$ cat src/rtl/pingpong_pkg.sv
// Shared types and constants for the ping-pong write-buffer sequencer.
package pingpong_pkg;

    typedef enum logic [1:0] {
        EMPTY    = 2'd0,
        FILLING  = 2'd1,
        FULL     = 2'd2,
        DRAINING = 2'd3
    } bank_state_e;

    typedef enum logic [1:0] {
        W_IDLE = 2'd0,
        W_DATA = 2'd1,
        W_RESP = 2'd2
    } wr_state_e;

    localparam logic [1:0] RESP_OKAY   = 2'b00;
    localparam logic [1:0] RESP_SLVERR = 2'b10;

    // Beats recorded for a bank never exceed its capacity.
    function automatic logic [8:0] clip_count(input logic [8:0] beats, input logic [8:0] depth);
        return (beats > depth) ? depth : beats;
    endfunction

endpackage

$ cat src/rtl/pingpong_buf_ctrl_if.sv
// AXI4 write-channel control signals seen by the ping-pong buffer sequencer.
interface pingpong_buf_ctrl_if;

    logic       s_axi_awvalid_i;
    logic       s_axi_awready_o;
    logic [7:0] s_axi_awlen_i;
    logic       s_axi_wvalid_i;
    logic       s_axi_wready_o;
    logic       s_axi_wlast_i;
    logic       s_axi_bvalid_o;
    logic       s_axi_bready_i;
    logic [1:0] s_axi_bresp_o;

    modport master (
        output s_axi_awvalid_i, s_axi_awlen_i, s_axi_wvalid_i, s_axi_wlast_i, s_axi_bready_i,
        input  s_axi_awready_o, s_axi_wready_o, s_axi_bvalid_o, s_axi_bresp_o
    );

    modport slave (
        input  s_axi_awvalid_i, s_axi_awlen_i, s_axi_wvalid_i, s_axi_wlast_i, s_axi_bready_i,
        output s_axi_awready_o, s_axi_wready_o, s_axi_bvalid_o, s_axi_bresp_o
    );

endinterface

$ cat src/rtl/pingpong_bank_tracker.sv
// Ownership state and recorded beat count of one buffer bank.
module pingpong_bank_tracker
    import pingpong_pkg::*;
#(
    parameter int CNT_W = 9
) (
    input  logic             clk,
    input  logic             rst_n,
    input  logic             fill_start,
    input  logic             fill_done,
    input  logic [CNT_W-1:0] fill_count,
    input  logic             drain_start,
    input  logic             drain_done,
    output bank_state_e      state,
    output logic [CNT_W-1:0] count
);

    // The four events are mutually exclusive for one bank given its current state.
    always_ff @(posedge clk or negedge rst_n) begin
        if (!rst_n) begin
            state <= EMPTY;
            count <= '0;
        end else if (fill_start) begin
            state <= FILLING;
        end else if (fill_done) begin
            state <= FULL;
            count <= fill_count;
        end else if (drain_start) begin
            state <= DRAINING;
        end else if (drain_done) begin
            state <= EMPTY;
        end
    end

endmodule

$ cat src/rtl/pingpong_buf_ctrl.sv
// Two-bank ping-pong write-buffer sequencer: AXI write side fills, consumer drains, banks alternate.
module pingpong_buf_ctrl
    import pingpong_pkg::*;
#(
    parameter int DEPTH_g  = 256,
    parameter int BEAT_W_g = $clog2(DEPTH_g)
) (
    input  logic                clk_i,
    input  logic                rst_n_i,
    pingpong_buf_ctrl_if.slave  axi,
    output logic                wr_en_o,
    output logic                wr_bank_o,
    output logic [BEAT_W_g-1:0] wr_beat_o,
    output logic                rd_valid_o,
    input  logic                rd_ready_i,
    output logic                rd_bank_o,
    output logic [BEAT_W_g:0]   rd_count_o,
    input  logic                rd_done_i
);

    localparam int CNT_W = BEAT_W_g + 1;
    localparam logic [8:0] DEPTH_C = 9'(DEPTH_g);

    localparam logic [1:0] ST_IDLE = W_IDLE;
    localparam logic [1:0] ST_DATA = W_DATA;
    localparam logic [1:0] ST_RESP = W_RESP;

    logic [1:0]       wr_state;
    logic             fill_ptr;
    logic             drain_ptr;
    logic [7:0]       awlen_q;
    logic [8:0]       beat_cnt;
    logic             err;

    bank_state_e      bank_st  [2];
    logic [CNT_W-1:0] bank_cnt [2];

    logic aw_hs, w_hs, b_hs, rd_hs;
    logic at_len, beat_over, burst_end, drain_done;
    logic [CNT_W-1:0] fill_count;

    // Ready is gated by reset so every output reads 0 while reset is held.
    assign axi.s_axi_awready_o = rst_n_i && (wr_state == ST_IDLE) && (bank_st[fill_ptr] == EMPTY);
    assign axi.s_axi_wready_o  = (wr_state == ST_DATA);
    assign axi.s_axi_bvalid_o  = (wr_state == ST_RESP);
    assign axi.s_axi_bresp_o   = ((wr_state == ST_RESP) && err) ? RESP_SLVERR : RESP_OKAY;

    assign aw_hs = axi.s_axi_awvalid_i && axi.s_axi_awready_o;
    assign w_hs  = axi.s_axi_wvalid_i && axi.s_axi_wready_o;
    assign b_hs  = axi.s_axi_bvalid_o && axi.s_axi_bready_i;

    assign at_len     = (beat_cnt == {1'b0, awlen_q});
    assign beat_over  = (beat_cnt >= DEPTH_C);
    assign burst_end  = w_hs && (axi.s_axi_wlast_i || at_len);
    assign fill_count = CNT_W'(clip_count(beat_cnt + 9'd1, DEPTH_C));

    assign wr_en_o   = w_hs && !beat_over;
    assign wr_bank_o = fill_ptr;
    assign wr_beat_o = beat_cnt[BEAT_W_g-1:0];

    assign rd_valid_o = (bank_st[drain_ptr] == FULL);
    assign rd_bank_o  = drain_ptr;
    assign rd_count_o = bank_cnt[drain_ptr];
    assign rd_hs      = rd_valid_o && rd_ready_i;
    assign drain_done = rd_done_i && (bank_st[drain_ptr] == DRAINING);

    for (genvar g = 0; g < 2; g++) begin : g_bank
        pingpong_bank_tracker #(
            .CNT_W (CNT_W)
        ) u_tracker (
            .clk         (clk_i),
            .rst_n       (rst_n_i),
            .fill_start  (aw_hs && (fill_ptr == 1'(g))),
            .fill_done   (burst_end && (fill_ptr == 1'(g))),
            .fill_count  (fill_count),
            .drain_start (rd_hs && (drain_ptr == 1'(g))),
            .drain_done  (drain_done && (drain_ptr == 1'(g))),
            .state       (bank_st[g]),
            .count       (bank_cnt[g])
        );
    end

    always_ff @(posedge clk_i or negedge rst_n_i) begin
        if (!rst_n_i) begin
            wr_state  <= ST_IDLE;
            fill_ptr  <= 1'b0;
            drain_ptr <= 1'b0;
            awlen_q   <= '0;
            beat_cnt  <= '0;
            err       <= 1'b0;
        end else begin
            case (wr_state)
                ST_IDLE: begin
                    if (aw_hs) begin
                        awlen_q  <= axi.s_axi_awlen_i;
                        beat_cnt <= '0;
                        err      <= 1'b0;
                        wr_state <= ST_DATA;
                    end
                end
                ST_DATA: begin
                    if (w_hs) begin
                        beat_cnt <= beat_cnt + 9'd1;
                        // Overflowing beats and a wlast/awlen disagreement both flag SLVERR.
                        if (beat_over || (burst_end && (axi.s_axi_wlast_i != at_len))) begin
                            err <= 1'b1;
                        end
                        if (burst_end) begin
                            fill_ptr <= ~fill_ptr;
                            wr_state <= ST_RESP;
                        end
                    end
                end
                ST_RESP: begin
                    if (b_hs) begin
                        wr_state <= ST_IDLE;
                    end
                end
                default: wr_state <= ST_IDLE;
            endcase
            if (drain_done) begin
                drain_ptr <= ~drain_ptr;
            end
        end
    end

endmodule
$ cat src/flat_wrapper.sv
// flat-port wrapper written by rule: the top's interface ports become plain ports
module pingpong_buf_ctrl_flat import pingpong_pkg::*;
#(
    parameter int DEPTH_g  = 256,
    parameter int BEAT_W_g = $clog2(DEPTH_g)
)
  (clk_i, rst_n_i, wr_en_o, wr_bank_o, wr_beat_o, rd_valid_o, rd_ready_i, rd_bank_o, rd_count_o, rd_done_i, axi_s_axi_awvalid_i, axi_s_axi_awlen_i, axi_s_axi_wvalid_i, axi_s_axi_wlast_i, axi_s_axi_bready_i, axi_s_axi_awready_o, axi_s_axi_wready_o, axi_s_axi_bvalid_o, axi_s_axi_bresp_o);
  pingpong_buf_ctrl_if axi_i ();
  input  logic clk_i;
  input  logic rst_n_i;
  output logic wr_en_o;
  output logic wr_bank_o;
  output logic [BEAT_W_g-1:0] wr_beat_o;
  output logic rd_valid_o;
  input  logic rd_ready_i;
  output logic rd_bank_o;
  output logic [BEAT_W_g:0] rd_count_o;
  input  logic rd_done_i;
  input wire logic [$bits(axi_i.s_axi_awvalid_i)-1:0] axi_s_axi_awvalid_i;
  input wire logic [$bits(axi_i.s_axi_awlen_i)-1:0] axi_s_axi_awlen_i;
  input wire logic [$bits(axi_i.s_axi_wvalid_i)-1:0] axi_s_axi_wvalid_i;
  input wire logic [$bits(axi_i.s_axi_wlast_i)-1:0] axi_s_axi_wlast_i;
  input wire logic [$bits(axi_i.s_axi_bready_i)-1:0] axi_s_axi_bready_i;
  output wire logic [$bits(axi_i.s_axi_awready_o)-1:0] axi_s_axi_awready_o;
  output wire logic [$bits(axi_i.s_axi_wready_o)-1:0] axi_s_axi_wready_o;
  output wire logic [$bits(axi_i.s_axi_bvalid_o)-1:0] axi_s_axi_bvalid_o;
  output wire logic [$bits(axi_i.s_axi_bresp_o)-1:0] axi_s_axi_bresp_o;
  assign axi_i.s_axi_awvalid_i = axi_s_axi_awvalid_i;
  assign axi_i.s_axi_awlen_i = axi_s_axi_awlen_i;
  assign axi_i.s_axi_wvalid_i = axi_s_axi_wvalid_i;
  assign axi_i.s_axi_wlast_i = axi_s_axi_wlast_i;
  assign axi_i.s_axi_bready_i = axi_s_axi_bready_i;
  assign axi_s_axi_awready_o = axi_i.s_axi_awready_o;
  assign axi_s_axi_wready_o = axi_i.s_axi_wready_o;
  assign axi_s_axi_bvalid_o = axi_i.s_axi_bvalid_o;
  assign axi_s_axi_bresp_o = axi_i.s_axi_bresp_o;
  pingpong_buf_ctrl #(.DEPTH_g(DEPTH_g), .BEAT_W_g(BEAT_W_g)) u_core (.clk_i(clk_i), .rst_n_i(rst_n_i), .axi(axi_i), .wr_en_o(wr_en_o), .wr_bank_o(wr_bank_o), .wr_beat_o(wr_beat_o), .rd_valid_o(rd_valid_o), .rd_ready_i(rd_ready_i), .rd_bank_o(rd_bank_o), .rd_count_o(rd_count_o), .rd_done_i(rd_done_i));
endmodule
$ cat config.mk
export PLATFORM = sky130hd
export DESIGN_NAME = pingpong_buf_ctrl_flat
export DESIGN_NICKNAME = d
export VERILOG_FILES = /design/src/rtl/pingpong_pkg.sv /design/src/rtl/pingpong_buf_ctrl_if.sv /design/src/rtl/pingpong_bank_tracker.sv /design/src/rtl/pingpong_buf_ctrl.sv /design/src/flat_wrapper.sv
export SDC_FILE = /design/constraint.sdc
export NUM_CORES = 1
export LEC_CHECK = 0
export ABC_AREA = 1
export CAP_MARGIN = 20
export CORE_MARGIN = 2
export CORE_UTILIZATION = 48
export CTS_CLUSTER_DIAMETER = 40
export DETAILED_ROUTE_END_ITERATION = 10
export PLACE_DENSITY = 0.76
export SLEW_MARGIN = 30
export SYNTH_ARGS = -nofsm -noshare
export SYNTH_HDL_FRONTEND = slang
export SYNTH_SLANG_ARGS = --single-unit
$ cat constraint.sdc
create_clock -name clk_i -period 2.1 [get_ports clk_i]
set_clock_uncertainty 0.15 [all_clocks]
set_input_delay 0.21 -clock clk_i [delete_from_list [all_inputs] [get_ports clk_i]]
set_output_delay 0.21 -clock clk_i [all_outputs]
set_load 0.05 [all_outputs]
Pin placement:
Drawn at 6 px/micron. Pins as bars across the die edge, other pins in grey.
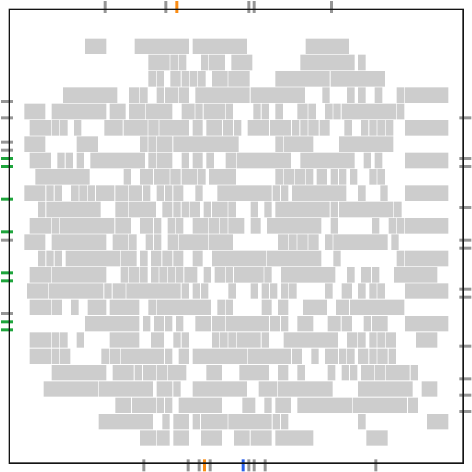
- wr_bank_o: blue (pins 1; direction output; edge bottom)
- axi_s_axi_awlen_i: green (pins 8; direction input; edge left)
- axi_s_axi_bresp_o: orange (pins 2; direction output; edge 1 top, 1 bottom)
- all pins by edge: 14 left, 12 right, 10 bottom, 6 top
Die Ht: 75.4 microns
Die Width: 75.4 microns
Port Buffers: 40

Cell placement:
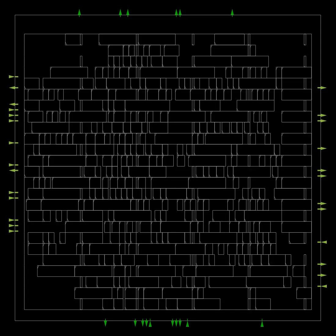
num rows: 25
# fillers: 403
tap cells: 67
Core Area: 0.00482 sq mm

Port wiring:
Drawn at 4 px/micron.
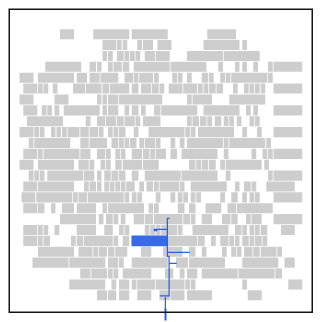
- wr_bank_o: blue (direction output; end cells 1; wire 37.4 microns)
io pins: 42

==> results.yml <==
# implementation run metrics
status:
  status: "completed"
worst_setup_path:
  critPathBufInv: 2
  max_stage_delay_ns: 0.40
  critical_path_depth: 10
  path_class: "flop to flop"
  cp-endpoint: "u_core.g_bank[0].u_tracker.count[1]$_DFFE_PN0P_"
  worst-endpoint-arrival_ns: 2.14
  reg2reg_to: "u_core.g_bank[0].u_tracker.count[1]$_DFFE_PN0P_"
  worstReg2RegStart: "u_core.beat_cnt[6]$_DFFE_PN0P_"
  crit_fanout: 7
  cpLargestDelayFamily: "simple AND/OR/NAND/NOR gates"
  critPathRequiredTime_ns: 2.19
  cp_common_cell: "nor2_8"
  rrSetupSlack_ns: 0.05
  crit_slowest_cell: "dfrtp_1"
  critPathLaunch: "u_core.beat_cnt[6]$_DFFE_PN0P_"
  crit_path_cell_trace: "xor2_1 > nor3_2 > nand4_1 > ha_4 > nor2_8 > inv_4 > nor2_8 > buf_6 > nand3_1 > nand2_1"
  startpoint_type: "flop"
  cp-end-kind: "flop"
  rr_worst_depth: 10
synth:
  ys_ff: 44
  edf_count: 0
  ys_cells: 319
  postSynthAreaPerCell_sq_um: 7.67
  topCellsByArea: "dfrtp_1, nand2_1, nand3_1, inv_1, o21ai_0"
  synth_cells: 319
  postSynthSeqShare: 0.450
  ys_async_sr_fraction: 1.00
  synthDistinctLibCells: 35
  top_cell_area_share: 0.450
  largest_area_cell: "dfrtp_1"
  yosysWarningCount: 0
  yosys_area_sq_mm: 0.00245
  floorplan.nets: 338
  synth-main-ff-cell: "dfrtp_1"
  syn_area_sq_mm: 0.00245
power_and_ir_drop:
  p_int_mw: 2.21
  power_leader: "combinational logic"
  p_seq_frac: 0.325
  seq_power_mw: 1.25
  ir_drop_uv: 680
  swShare: 0.426
  clockPowerShare: 0.183
  p_sw_mw: 1.64
  power_density_mw_per_mm2: 1180
  total_power_mw: 3.86
  powerClk_mw: 0.706
  p_leak_nw: 1.70
  combPwrFrac: 0.492
  powerComb_mw: 1.90
grt:
  antenna_found_initial: 0
  grt_use_total: 0.211
  grt_pass1_vias: 2008
  grt_first_pass_wirelength_microns: 9080
  grt_max_degree: 45
  grt-ovfl-total: 0
place:
  dp_cells: 426
  place_congestion: 0.926
  place_ws_ns: -0.0156
  dpl-instance-area_sq_mm: 0.00306
  hpwlAfterDp_microns: 4110
drt:
  wl_met2_microns: 2680
  firstDrtPassIters: 5
  drc_errors: 0
  drt_iter0_drc: 153
  vias: 2200
  wl_met1_microns: 2450
  dr.max_layer_used: "met4"
  wl_met3_microns: 275
  routed_wl_microns: 5520
  via_per_inst: 5.00
  wl_per_cell_microns: 12.5
  detail-route-antenna-nets: 0
finish:
  area_growth_pct: 33.7
  logic_gate_count: 228
  largest_reg_flops: 18
  top_regs: "u_core.g_bank.u_tracker.count (18), u_core.beat_cnt (9), u_core.awlen_q (8)"
  comb_area_sq_mm: 0.00115
  drive_gt1_frac: 0.204
  diodes: 0
  seq_cells: 44
  sh_seq_area: 0.337
  signal_buffers: 61
  final_nets: 391
  fin_util: 0.679
  clock_cell_area_share: 0.0386
  instances_no_fill: 440
  inv_count: 32
  fin_area_sq_mm: 0.00327
  largestClassByArea: "logic gates"
  buffer_area_frac: 0.208
  lay_top_count: "nand2_1"
  final_layout_top_logic_cells: "nand2_1, dfrtp_1, nand3_1, inv_1, buf_4"
  comb_area_frac: 0.353
  top_register: "u_core.g_bank.u_tracker.count"
  clkbuf_count: 7
  final-seq-area_sq_mm: 0.00110
min_path:
  min_from: "axi_s_axi_awlen_i[1]"
  hold_path_end: "u_core.awlen_q[1]$_DFFE_PN0P_"
  hold_depth: 3
  hp-class: "input port to flop"
clocking:
  numCtsBuffers: 5
  htree_levels: 2
  clkTransAtPathRegs_ns: 0.08
  cts_tree: "yes"
  numClockSinks: 44
  clk_path_buf_depth: 2
  clock_latency_ns: 0.30
  clock-root-buffer: "clkbuf_8"
final_timing:
  period_used_share: 0.978
  fin_crit_ns: 2.05
  rsz0062_at_grt: "true"
  setup_viol: 0
  max_slew.worst_pin.slew_ns: 0.541
  slew_headroom: 0.639
  fmax_mhz: 487
  finalMaxSlewViolations: 0
  final_hold_viol_count: 0
  setup_ws_ns: 0.0456
die:
  initCoreUtil: 0.508
  chipArea_sq_mm: 0.00569
run:
  drv_cap: 0
  warnings: 30
-- Yosys cell counts (2+ instances only) --
cell      instances
buf_4            10
buf_6             2
clkbuf_1          2
dfrtp_1          44
ha_1              3
inv_1            28
inv_2             3
nand2_1         123
nand2_2           4
nand3_1          31
nand3_2           3
nand4_1           6
nor2_1           17
nor2_4            2
nor2_8            2
o21ai_0          16
o21ai_1           2
o22ai_1           2
or2_2             2
xnor2_1           2
-- metrics by stage --
| step | hold slack, ns | setup TNS, ns |
|---|---|---|
| after floorplan | -0.236 | -0.0152 |
| after global routing | 0.311 | -0.588 |
| after detailed placement | 0.216 | -0.0380 |
| after CTS | 0.286 | 0 |
| after global placement | 0.211 | 0 |
| final | 0.288 | 0 |
-- kinds of logic (layout without fill, tap and decap cells) --
kind of cell	count (synthesis)	after routing	synth area share
compound gates	26	26	0.0614
simple gates	195	195	0.366
flops	44	44	0.450
other cells	1	1	0.00153
xor+xnor	3	3	0.0107
buf+inv	47	101	0.0951
fa+ha+maj	3	3	0.0153
-- routing by layer --
metal | vias to the layer above | GRT usage
met5 | - | 0
li1 | 1114 | -
met2 | 74 | 0.351
met4 | 0 | 0.0702
met3 | 11 | 0.0410
met1 | 1001 | 0.278
-- worst reg2reg max path, delay by kind of cell, from the launching register on --
kind,cells,cell delay [ns]
buffers and inverters,2,0.21
adders and majority gates,1,0.23
xor gates and xnor gates,1,0.18
and+or+nand+nor,6,0.84
DFF,1,0.40
-- what timing repair did --
action	CTS	global route
resized	4	8
endpoints found under the setup margin	23	23
hold buffers	1	0
setup buffers	1	4
hold endpoints to repair	44	0
pin swaps	3	4
